==> config.mk <==
export PLATFORM = sky130hd
export DESIGN_NAME = ifid_stall_flush_ctrl_flat
export DESIGN_NICKNAME = d
export VERILOG_FILES = /design/src/rtl/ifid_stall_flush_ctrl_if.sv /design/src/rtl/ifid_stall_flush_ctrl.sv /design/src/flat_wrapper.sv
export SDC_FILE = /design/constraint.sdc
export NUM_CORES = 1
export LEC_CHECK = 0
export CAP_MARGIN = 20
export CORE_ASPECT_RATIO = 1.1
export CORE_UTILIZATION = 41
export CTS_CLUSTER_DIAMETER = 100
export DETAILED_ROUTE_END_ITERATION = 8
export PLACE_DENSITY_LB_ADDON = 0.1
export SLEW_MARGIN = 40
export SYNTH_ARGS = -nofsm -noshare
export SYNTH_HDL_FRONTEND = slang
export SYNTH_SLANG_ARGS = --single-unit
==> constraint.sdc <==
create_clock -name clk -period 1.95 [get_ports clk]
set_clock_uncertainty 0.2 [all_clocks]
set_input_delay 0.2925 -clock clk [delete_from_list [all_inputs] [get_ports clk]]
set_output_delay 0.2925 -clock clk [all_outputs]
set_load 0.005 [all_outputs]
==> src/rtl/ifid_stall_flush_ctrl_if.sv <==
// Bundles the front-end control signals between the IF/ID stall/flush controller and its neighbours.
// The slave modport is the controller's view; the master modport drives it.
interface ifid_stall_flush_ctrl_if;
    logic        stall;
    logic        mem_busy;
    logic        branch_taken;
    logic [31:0] branch_target;
    logic [31:0] imem_rdata;
    logic [31:0] pc;
    logic [31:0] ifid_pc;
    logic [31:0] ifid_instr;
    logic        ifid_valid;
    logic        pc_write;
    logic        ifid_write;
    logic        ctrl_sel;
    logic        stall_err;
    logic [31:0] stall_count;
    logic [31:0] flush_count;

    modport slave (
        input  stall, mem_busy, branch_taken, branch_target, imem_rdata,
        output pc, ifid_pc, ifid_instr, ifid_valid, pc_write, ifid_write,
        output ctrl_sel, stall_err, stall_count, flush_count
    );

    modport master (
        output stall, mem_busy, branch_taken, branch_target, imem_rdata,
        input  pc, ifid_pc, ifid_instr, ifid_valid, pc_write, ifid_write,
        input  ctrl_sel, stall_err, stall_count, flush_count
    );
endinterface

==> src/rtl/ifid_stall_flush_ctrl.sv <==
// PC / IF-ID register owner handling load-use stalls, branch flushes, memory-wait freeze and a stall watchdog.
// Define IFID_PERF_CNT_EN to build the stall/flush performance counters; otherwise they read as zero.
module ifid_stall_flush_ctrl #(
    parameter logic [31:0] RESET_PC  = 32'h0000_0000,
    parameter logic [31:0] NOP_INSTR = 32'h0000_0013,
    parameter int          MAX_STALL = 4
) (
    input  logic clk,
    input  logic rst,
    ifid_stall_flush_ctrl_if.slave bus
);

    localparam logic [0:0] ST_RUN  = 1'b0;
    localparam logic [0:0] ST_HOLD = 1'b1;
    localparam int         SW      = $clog2(MAX_STALL + 1);

    logic [0:0]    r_state;
    logic [31:0]   r_pc;
    logic [31:0]   r_ifid_pc;
    logic [31:0]   r_ifid_instr;
    logic          r_ifid_valid;
    logic          r_pend_flush;
    logic [31:0]   r_pend_target;
    logic [SW-1:0] r_stall_run;
    logic          r_stall_err;

    logic          w_flush;
    logic [31:0]   w_target;
    logic          w_freeze;
    logic          w_stall;
    logic          w_advance;
    logic [SW-1:0] w_stall_next;

    // While frozen a branch is only captured; it takes effect once memory is ready again.
    assign w_flush      = (r_state == ST_RUN) ? bus.branch_taken
                        : (~bus.mem_busy & (bus.branch_taken | r_pend_flush));
    assign w_target     = bus.branch_taken ? bus.branch_target : r_pend_target;
    assign w_freeze     = bus.mem_busy & ~w_flush;
    assign w_stall      = bus.stall & ~bus.mem_busy & ~w_flush;
    assign w_advance    = ~bus.stall & ~bus.mem_busy & ~w_flush;
    assign w_stall_next = (r_stall_run == SW'(MAX_STALL)) ? r_stall_run : r_stall_run + 1'b1;

    assign bus.pc_write   = w_flush | w_advance;
    assign bus.ifid_write = w_flush | w_advance;
    assign bus.ctrl_sel   = (w_freeze | w_advance) & r_ifid_valid;
    assign bus.pc         = r_pc;
    assign bus.ifid_pc    = r_ifid_pc;
    assign bus.ifid_instr = r_ifid_instr;
    assign bus.ifid_valid = r_ifid_valid;
    assign bus.stall_err  = r_stall_err;

    always_ff @(posedge clk) begin
        if (rst) begin
            r_state       <= ST_RUN;
            r_pc          <= RESET_PC;
            r_ifid_pc     <= 32'h0;
            r_ifid_instr  <= NOP_INSTR;
            r_ifid_valid  <= 1'b0;
            r_pend_flush  <= 1'b0;
            r_pend_target <= 32'h0;
        end else if (w_flush) begin
            r_state       <= ST_RUN;
            r_pc          <= w_target;
            r_ifid_pc     <= 32'h0;
            r_ifid_instr  <= NOP_INSTR;
            r_ifid_valid  <= 1'b0;
            r_pend_flush  <= 1'b0;
        end else if (bus.mem_busy) begin
            r_state <= ST_HOLD;
            if (bus.branch_taken) begin
                r_pend_flush  <= 1'b1;
                r_pend_target <= bus.branch_target;
            end
        end else begin
            r_state <= ST_RUN;
            if (!bus.stall) begin
                r_pc         <= r_pc + 32'd4;
                r_ifid_pc    <= r_pc;
                r_ifid_instr <= bus.imem_rdata;
                r_ifid_valid <= 1'b1;
            end
        end
    end

    // A stall seen during a memory freeze neither counts nor clears the run.
    always_ff @(posedge clk) begin
        if (rst) begin
            r_stall_run <= '0;
            r_stall_err <= 1'b0;
        end else if (w_stall) begin
            r_stall_run <= w_stall_next;
            if (w_stall_next == SW'(MAX_STALL)) begin
                r_stall_err <= 1'b1;
            end
        end else if (!bus.stall || w_flush) begin
            r_stall_run <= '0;
        end
    end

`ifdef IFID_PERF_CNT_EN
    logic [31:0] r_stall_count;
    logic [31:0] r_flush_count;

    always_ff @(posedge clk) begin
        if (rst) begin
            r_stall_count <= 32'h0;
            r_flush_count <= 32'h0;
        end else begin
            if (w_stall) begin
                r_stall_count <= r_stall_count + 32'd1;
            end
            if (w_flush) begin
                r_flush_count <= r_flush_count + 32'd1;
            end
        end
    end

    assign bus.stall_count = r_stall_count;
    assign bus.flush_count = r_flush_count;
`else
    assign bus.stall_count = 32'h0;
    assign bus.flush_count = 32'h0;
`endif

endmodule
==> src/flat_wrapper.sv <==
// flat-port wrapper written by rule: the top's interface ports become plain ports
module ifid_stall_flush_ctrl_flat 
#(
    parameter logic [31:0] RESET_PC  = 32'h0000_0000,
    parameter logic [31:0] NOP_INSTR = 32'h0000_0013,
    parameter int          MAX_STALL = 4
)
  (clk, rst, bus_stall, bus_mem_busy, bus_branch_taken, bus_branch_target, bus_imem_rdata, bus_pc, bus_ifid_pc, bus_ifid_instr, bus_ifid_valid, bus_pc_write, bus_ifid_write, bus_ctrl_sel, bus_stall_err, bus_stall_count, bus_flush_count);
  ifid_stall_flush_ctrl_if bus_i ();
  input  logic clk;
  input  logic rst;
  input wire logic [$bits(bus_i.stall)-1:0] bus_stall;
  input wire logic [$bits(bus_i.mem_busy)-1:0] bus_mem_busy;
  input wire logic [$bits(bus_i.branch_taken)-1:0] bus_branch_taken;
  input wire logic [$bits(bus_i.branch_target)-1:0] bus_branch_target;
  input wire logic [$bits(bus_i.imem_rdata)-1:0] bus_imem_rdata;
  output wire logic [$bits(bus_i.pc)-1:0] bus_pc;
  output wire logic [$bits(bus_i.ifid_pc)-1:0] bus_ifid_pc;
  output wire logic [$bits(bus_i.ifid_instr)-1:0] bus_ifid_instr;
  output wire logic [$bits(bus_i.ifid_valid)-1:0] bus_ifid_valid;
  output wire logic [$bits(bus_i.pc_write)-1:0] bus_pc_write;
  output wire logic [$bits(bus_i.ifid_write)-1:0] bus_ifid_write;
  output wire logic [$bits(bus_i.ctrl_sel)-1:0] bus_ctrl_sel;
  output wire logic [$bits(bus_i.stall_err)-1:0] bus_stall_err;
  output wire logic [$bits(bus_i.stall_count)-1:0] bus_stall_count;
  output wire logic [$bits(bus_i.flush_count)-1:0] bus_flush_count;
  assign bus_i.stall = bus_stall;
  assign bus_i.mem_busy = bus_mem_busy;
  assign bus_i.branch_taken = bus_branch_taken;
  assign bus_i.branch_target = bus_branch_target;
  assign bus_i.imem_rdata = bus_imem_rdata;
  assign bus_pc = bus_i.pc;
  assign bus_ifid_pc = bus_i.ifid_pc;
  assign bus_ifid_instr = bus_i.ifid_instr;
  assign bus_ifid_valid = bus_i.ifid_valid;
  assign bus_pc_write = bus_i.pc_write;
  assign bus_ifid_write = bus_i.ifid_write;
  assign bus_ctrl_sel = bus_i.ctrl_sel;
  assign bus_stall_err = bus_i.stall_err;
  assign bus_stall_count = bus_i.stall_count;
  assign bus_flush_count = bus_i.flush_count;
  ifid_stall_flush_ctrl #(.RESET_PC(RESET_PC), .NOP_INSTR(NOP_INSTR), .MAX_STALL(MAX_STALL)) u_core (.clk(clk), .rst(rst), .bus(bus_i));
endmodule
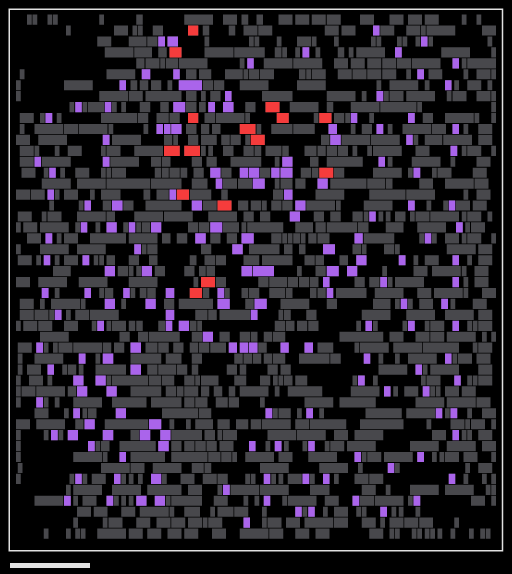
Figure 1: run 1, gate-type map.
Scale bar: 20 um.
[non-inverting ao/oa cells] red | cells: 15
[aoi and oai cells] purple | cells: 174 | where: spread over the die
Non-Filler Instances: 1273
most used logic cell in the final layout: nand2_1
logic share of the area: 35.2%

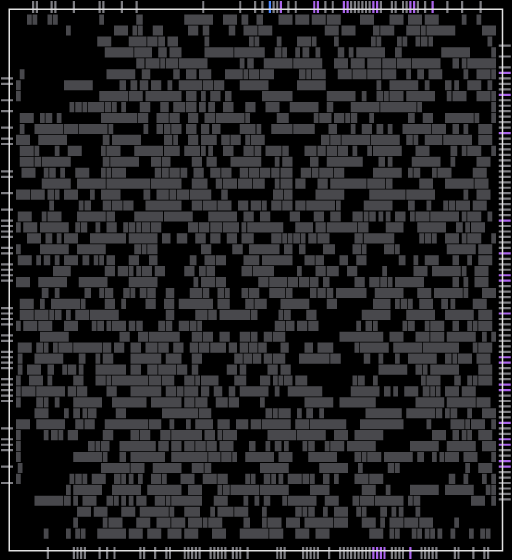
Figure 2: run 1, pin map.
Pins as bars across the die edge, other pins in gray.
[`bus_ifid_instr`] purple | pins: 32 | direction: output | edge: 17 right, 10 top, 5 bottom
[`bus_pc_write`] blue | pins: 1 | direction: output | edge: top
chip height: 134 um
I/O Buffers: 169

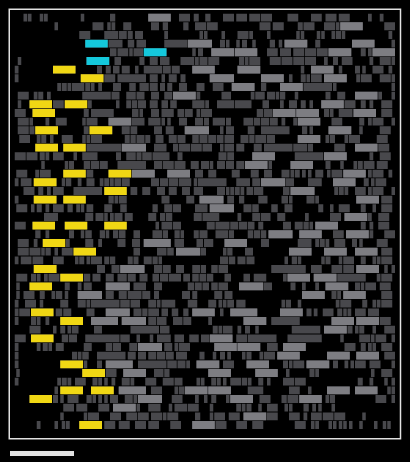
Figure 3: run 1, register map, names as in the netlist.
Scale bar: 20 um. Other sequential cells in the stronger gray, the rest of the logic in the fainter gray.
[`u_core.r_pend_target`] yellow | sequential cells: 32 | where: a vertical strip on the left
[`u_core.r_stall_run`] cyan | sequential cells: 3
not colored: 100
P_seq: 0.00292 W
register area: 2740 um2
final core occ: 61.3%
sequential share of cell area: 28.7%

==> results_slide.txt, run 1 <==
Implementation Results

Power
  – Leak Pwr: 3.62 nW
  – PwrDens: roughly 760 nW/um2
  – Overall power: between 0.007 and 0.008 W

Detailed routing
  – Met2 wire len: approximately 8.7 mm
  – Drt initial violations: 417
  – Vias per cell: between 5 and 6
  – Met3 Wirelength: 1.25 mm
  – Final wirelength: 19.0 mm
  – DRT antenna net count: 0
  – Wire per inst: 14.9 um
  – Vias: 6379
  – Drt drc: 0
  – DRT Pass-1 Iters: 5
  – M1 WL: 8.68 mm

Global route
  – Largest net degree at the start of global routing: slightly above 50
  – Antenna violations before repair: 0
  – Gr usage total: 23.1%
  – Vias in the first global route: 5631
  – First-pass GRT wire length: 29.6 mm
  – GR Overflow Total: 0

Clocking
  – H-tree Lvls: 4
  – CTS root buf: clkbuf_16
  – CTS Buffer Depth: 2
  – CTS buffer count: 17
  – Clk latency late pin: 0.42 ns

Yosys
  – Max-area cell share: 41.4%
  – Top cells by count: nand2_1, dfxtp_1, a21oi_1
  – Top cells, area: dfxtp_1, nand2_1, buf_4
  – Seq share, synth: 41.4%
  – Warnings from Yosys: 0
  – Dominant cell type by area after synthesis: dfxtp_1
  – Flip-flops with a built-in enable: 0
  – Yosys Instances: 827
  – Post-synthesis cell area: 6530 um2
  – Synth flops: 135
  – Distinct lib cells: 59
  – Mapped Cells: 827
  – Ys async rst share: 0%
  – Area reported by Yosys stat: between 6000 and 7000 um2
  – Post-synth top flop: dfxtp_1

Status
  – Failing checks: negative setup slack
  – Status: complete, but fails checks

STA
  – Max Clk Rate: 0.511 GHz
  – Final setup margin: -0.00878 ns
  – Worst slew pin tran: about 0.54 ns
  – Final hold slack: 0.0974 ns
  – Max Transition Viols Final: 0
  – Final setup vio count: 1
  – Slew HR: 63.8%
  – Min cycle time layout: 1.96 ns
  – RSZ-0062 raised after global routing: yes
  – Cycle use final: 100%
  – Final Hold Fails: 0

Critical path
  – CP endpoint kind: register
  – CP Cell Sequence: nand4_2, or4_4, or4b_1, o211ai_1
  – Slowest stage delay, CP: 0.54 ns
  – Reg-to-reg setup timing slack: -0.009 ns
  – Critical path arrival: 2.09 ns
  – CP Class: reg2reg
  – Critical path origin: u_core.bus.pc[9]
  – Crit path to: u_core.bus.pc[28]
  – Startpoint Class: register
  – Worst r2r dst: u_core.bus.pc[28]
  – Crit path max-delay family: simple AND/OR/NAND/NOR gates
  – Largest fanout on the critical path: 4
  – CP bufs+invs: 0
  – R2R cell count: 4
  – Slowest CP cell: or4_4
  – WP data required: 2.09 ns

Run
  – Log Warnings: 28
  – MaxCap Viol Count: 0

Die
  – Top-level I/O count: 234
  – Die Size: 16400 um2
  – Fp util: 41.8%
  – Row count: 48

Place
  – Setup WS pre-CTS: -0.442 ns
  – Post-DP HPWL: 13.8 mm
  – DP Area: 8780 um2
  – Number of placed cells counting well taps: between 1k and 1.5k
  – Global placement routability congestion: 0.841

Cells and area
  – Nets: ~1.1k
  – Ant. Diodes: 0
  – Fraction of layout cells with a size suffix above 1: 18.2%

Worst hold path
  – Hold_sp: rst
  – Hold path endpoint: u_core.bus.stall_err
  – Type of the tightest min-delay check: in2reg
  – Hold Path Stages: 3
## run 1: logic make-up after synthesis
family / share of synthesized area (%)
compound gates: 18.0
flops: 41.4
buf+inv: 11.9
simple gates: 23.8
xor+xnor: 1.48
other cells: 0.0575
mux: 2.78
fa+ha+maj: 0.575
## run 1: where the power goes
part           internal [W]  switching [W]  total, W
Sequential          0.00285      0.0000728   0.00292
Clock               0.00221        0.00124   0.00345
Combinational      0.000481       0.000458  0.000940
Total               0.00554        0.00177   0.00731
## run 1: cell type report
class	count	area (um2)
Clock buffer	21	460
Clock inverter	11	171
Sequential cell	135	2740
Tap cell	200	250
Fill cell	1447	6050
Timing Repair Buffer	278	2550
Multi-Input combinational cell	621	3370
Inverter	7	26.3
## run 1: layout by cell type (no fill, tap or decap), types with 5 or more instances in the layout
master and instances:
xor2_1 7, clkdlybuf4s50_1 157, a31oi_1 10, a211oi_1 26, inv_1 7, a311oi_1 7, nand3_1 21, nand2_1 214
dfxtp_4 5, mux2i_1 17, nor2b_1 16, clkbuf_16 17, o211ai_1 11, a21oi_1 99, nor2_1 11, buf_6 7
or3_1 7, nand4_1 10, dlymetal6s2s_1 5, conb_1 64, buf_4 100, nor3_1 12, dfxtp_1 112, o21ai_0 8
dfxtp_2 18
## run 1: routing by layer
metal / global-route usage, % / vias to the layer above
met5: 0 / -
met4: 7.38 / 0
met3: 5.36 / 19
met2: 36.0 / 235
met1: 31.3 / 2914
li1: - / 3211
## run 1: what timing repair did
action                                  in CTS  in global routing
hold buffers                                 0                  0
endpoints found under the setup margin      21                 30
setup buffers                                2                  3
cloned                                       0                  0
resized                                     32                 29
pin swaps                                    5                 14
## run 1: worst reg2reg max path, cell delays in order, from the launching register on
cell and delay [ns]:
dfxtp_4 0.37, nand4_2 0.14, or4_4 0.54, or4b_1 0.51, o211ai_1 0.11
Figure 4. Signal wires by layer (run 1).
Two of the layers only.
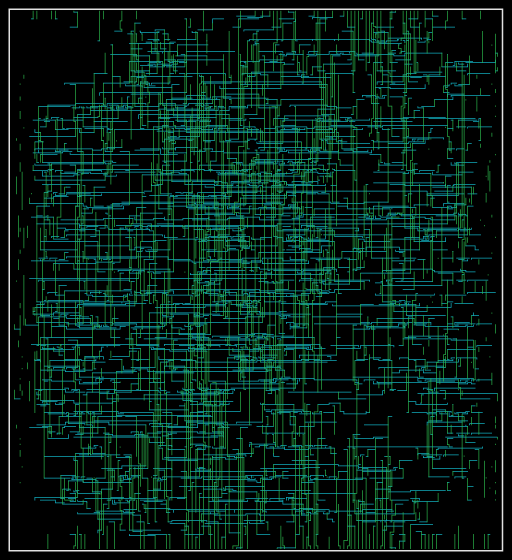

==> run 1 -> run 2 <==
- CORE_ASPECT_RATIO: 1.1 -> 1.2
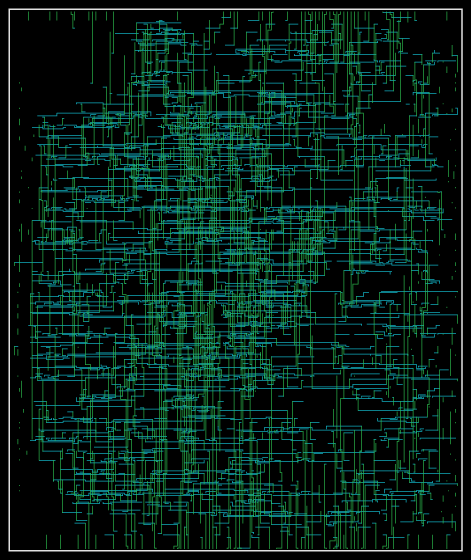
Figure 5: run 2, signal wires by layer.
Two of the layers only.
[metal 1] cyan | wire length: 8500 um
[metal 2] green | wire length: 8720 um
final wirelength: 18.7 mm
gr usage total: 23.1%

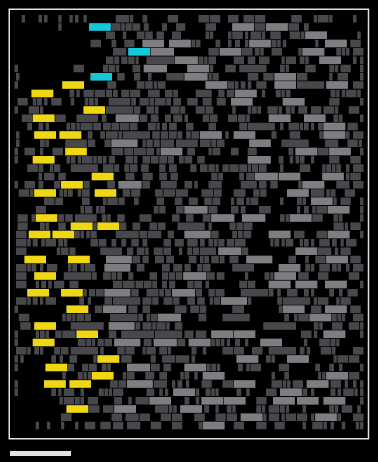
Figure 6: run 2, register map, names as in the netlist.
Scale bar: 20 um. Other sequential cells in the stronger gray, the rest of the logic in the fainter gray.
[`u_core.r_pend_target`] yellow | sequential cells: 32
[`u_core.r_stall_run`] cyan | sequential cells: 3
not colored: 100
final core occ: 61.6%
register area: 2760 um2

==> run 2 against run 1 <==
The flow finishes with violations (design-rule violations, negative setup slack). Sequential share of layout area increased by 0.12 points. Clock-buffer cell count shrank 4. Sequential cell count unchanged. Non-clock buffer count fell by 9. Power shrank 2.3%. Synthesized cell count did not move. Register-to-register slack barely moved. Setup slack better by 0.0032 ns. Hold slack got worse by 0.059 ns. Clock power fell by 5%. Critical path type unchanged. Highest routed layer unchanged.
==> results_slide.txt, run 2 <==
Implementation Results

Yosys
  – Distinct lib cells: 59 (unchanged)
  – Yosys Instances: 827 (unchanged)
  – Flip-flops with a built-in enable: 0 (unchanged)
  – Area reported by Yosys stat: 6530 um2 (unchanged)
  – Avg Cell Area, Syn: 7.89 um2
  – Dominant cell type by area after synthesis: dfxtp_1
  – Most frequent cell after synthesis: nand2_1
  – Post-synth top flop: dfxtp_1
  – Seq share, synth: 41.4% (unchanged)
  – Warnings from Yosys: 0 (unchanged)
  – Synth flops: 135 (unchanged)
  – Ys async rst share: 0% (unchanged)
  – Post-synthesis cell area: 6530 um2 (unchanged)
  – Top cells by count: nand2_1, dfxtp_1, a21oi_1
  – Top cells, area: dfxtp_1, nand2_1, buf_4
  – Mapped Cells: 827 (unchanged)
  – Max-area cell share: 41.4% (unchanged)

Power
  – Comb pwr share: 13.2% (+0.3 points)
  – Psw: 0.00180 W (+2.0%)
  – PwrDens: 745 nW/um2 (-2.5%)
  – Flop pwr share: 40.9% (+1.0 points)
  – Internal power: 0.00534 W (-3.6%)
  – Sw Ratio: 25.3% (+1.1 points)
  – Peak supply drop: roughly 0.52 mV
  – Leak Pwr: 3.67 nW (+1.5%)
  – Overall power: 0.00714 W (-2.3%)
  – Clock network power share: 46.0% (-1.2 points)

STA
  – Max Transition Viols Final: 0 (unchanged)
  – RSZ-0062 raised after global routing: yes
  – Min cycle time layout: 1.96 ns (-0.00324 ns)
  – Final setup margin: -0.00554 ns (+0.00324 ns)
  – Setup total negative slack: -0.00554 ns
  – Slew HR: 65.1% (+1.3 points)
  – Max Clk Rate: 0.511 GHz (+0.17%)
  – Final hold slack: 0.0381 ns (-0.0593 ns)
  – Worst slew pin tran: 0.520 ns (-0.0223 ns)
  – Cycle use final: 100% (-0.17 points)
  – Final Hold Fails: 0 (unchanged)
  – Final setup vio count: 1 (unchanged)

Place
  – DP Area: 8800 um2 (+0.23%)
  – Number of placed cells counting well taps: 1237 (+0.081%)
  – Global placement routability congestion: 0.847 (+0.70%)
  – Post-DP HPWL: 13.5 mm (-2.0%)
  – Setup WS pre-CTS: -0.454 ns (-0.0117 ns)
  – I/O Buffers: 169 (unchanged)

Die
  – Die Size: 16400 um2 (about the same)
  – Row count: 50 (+4.2%)
  – Top-level I/O count: 234 (unchanged)
  – Fp util: 41.9% (+0.10 points)
  – Chip height: 140 um (+4.4%)
  – Die Wd: 117 um
  – Core area: approximately 16000 um2

Clocking
  – CTS Hold Bufs: 0 (unchanged)
  – CTS root buf: clkbuf_16
  – CTS buffer count: 17 (unchanged)
  – Sink Count: between 100 and 150
  – H-tree Lvls: 4 (unchanged)
  – CTS tree: built
  – Clk latency late pin: 0.42 ns (about the same)
  – CTS Buffer Depth: 2 (unchanged)
  – Postcts setup bufs: 2 (unchanged)
  – CTS resizes: 30 (-6.3%)
  – Clk slew on worst S/H paths: about 0.060 ns

Critical path
  – R2R Path Start: u_core.bus.pc[7]
  – Crit path max-delay family: simple AND/OR/NAND/NOR gates
  – Slowest stage delay, CP: 0.54 ns (about the same)
  – Critical path origin: u_core.bus.pc[7]
  – WP data required: 2.08 ns (about the same)
  – Startpoint Class: register
  – CP bufs+invs: 0 (unchanged)
  – CP Cell Sequence: nand4_4, or4_4, or4b_1, o211ai_1
  – CP Class: reg2reg
  – CP endpoint kind: register
  – Critical path arrival: 2.09 ns (about the same)
  – Largest fanout on the critical path: 4 (unchanged)
  – Slowest CP cell: or4_4

Detailed routing
  – Wire per inst: 14.7 um (-1.1%)
  – DRT Pass-1 Iters: 9 (+4)
  – Drt initial violations: 432 (+3.6%)
  – Drt drc: 1 (+1)
  – Vias per cell: 4.99 (-0.50%)
  – Vias: 6342 (-0.58%)
  – DRT antenna net count: 0 (unchanged)

Cells and area
  – Area delta synth->final: 47.0%
  – Most used logic cell in the final layout: nand2_1
  – Non-Filler Instances: 1272 (-0.079%)
  – Filler cells: 1410 (-2.6%)
  – Logic area: 3390 um2 (+0.52%)
  – Top cells excl fill/tap: nand2_1, clkdlybuf4s50_1, dfxtp_1, a21oi_1, buf_4
  – Nets: 1123 (-0.80%)
  – Ant. Diodes: 0 (unchanged)
  – Fraction of layout cells with a size suffix above 1: 18.0% (-0.13 points)
  – Fin area: 9590 um2

Global route
  – Antenna violations before repair: 0 (unchanged)
  – GR Overflow Total: 0 (unchanged)
  – Vias in the first global route: 5620 (-0.20%)
  – Largest net degree at the start of global routing: 52 (+2.0%)
  – First-pass GRT wire length: 29.3 mm (-0.89%)

Status
  – Failing checks: design-rule violations, negative setup slack
  – Status: complete, but fails checks

Run
  – MaxCap Viol Count: 0 (unchanged)
  – Log Warnings: 29 (+3.6%)

Worst hold path
  – Type of the tightest min-delay check: in2reg
  – Hold_sp: bus_branch_taken
## run 2: cell types whose count changed in the layout (fill, tap and decap cells not counted), moves of 3 or more
cell / before / now
nor3_1: 12 / 15
buf_12: 2 / 7
dlygate4sd2_1: 2 / 6
clkdlybuf4s50_1: 157 / 149
dfxtp_1: 112 / 107
nor3_2: 3 / 0
clkinvlp_4: 2 / 5
dlymetal6s2s_1: 5 / 11
buf_4: 100 / 88
dfxtp_4: 5 / 10
## run 2: cell families after synthesis
family          share of synthesized area (%)
buf+inv                                  11.9
xor+xnor                                 1.48
simple gates                             23.8
flops                                    41.4
compound gates                           18.0
fa+ha+maj                               0.575
other cells                            0.0575
mux                                      2.78
## run 2: path summary, 6_finish.rpt
path,depth (start not counted),to,slack [ns]
worst min-delay path,2,u_core.r_pend_flush,0.04
worst max register to register,4,u_core.bus.pc[28],-0.006
worst max-delay path,4,u_core.bus.pc[28],-0.006
worst min register to register,2,u_core.r_pend_target[18],0.25
## run 2: worst register-to-register path, stage by stage (launching register included)
cell,delay (ns)
dfxtp_4,0.37
nand4_4,0.12
or4_4,0.54
or4b_1,0.53
o211ai_1,0.11
## run 2: metal layers
metal	GRT usage, %	vias to the layer above	wire, um
met3	5.50	29	1090
met4	10.5	0	438
met5	0	-	0
met2	35.5	223	8720
met1	30.5	2884	8500
li1	-	3206	-
## run 2: power groups by stage
stage	Combinational, W	Clock [W]	Sequential (W)
floorplan	0.000461	0	0.00298
global placement	0.000927	0	0.00297
detailed placement	0.000928	0	0.00297
CTS	0.000934	0.00334	0.00292
global route	0.00103	0.00348	0.00293
finish	0.000940	0.00328	0.00292
## run 2: final cells by class
cell class	count	share of cell area (%)
tap	208	2.71
multi-input combinational	621	35.3
clock inverter	15	1.85
timing repair buffer	269	26.6
inverter	7	0.274
clock buffer	17	4.44
sequential	135	28.8
Power figures rest on the tool's default switching activity, not on a simulated workload.
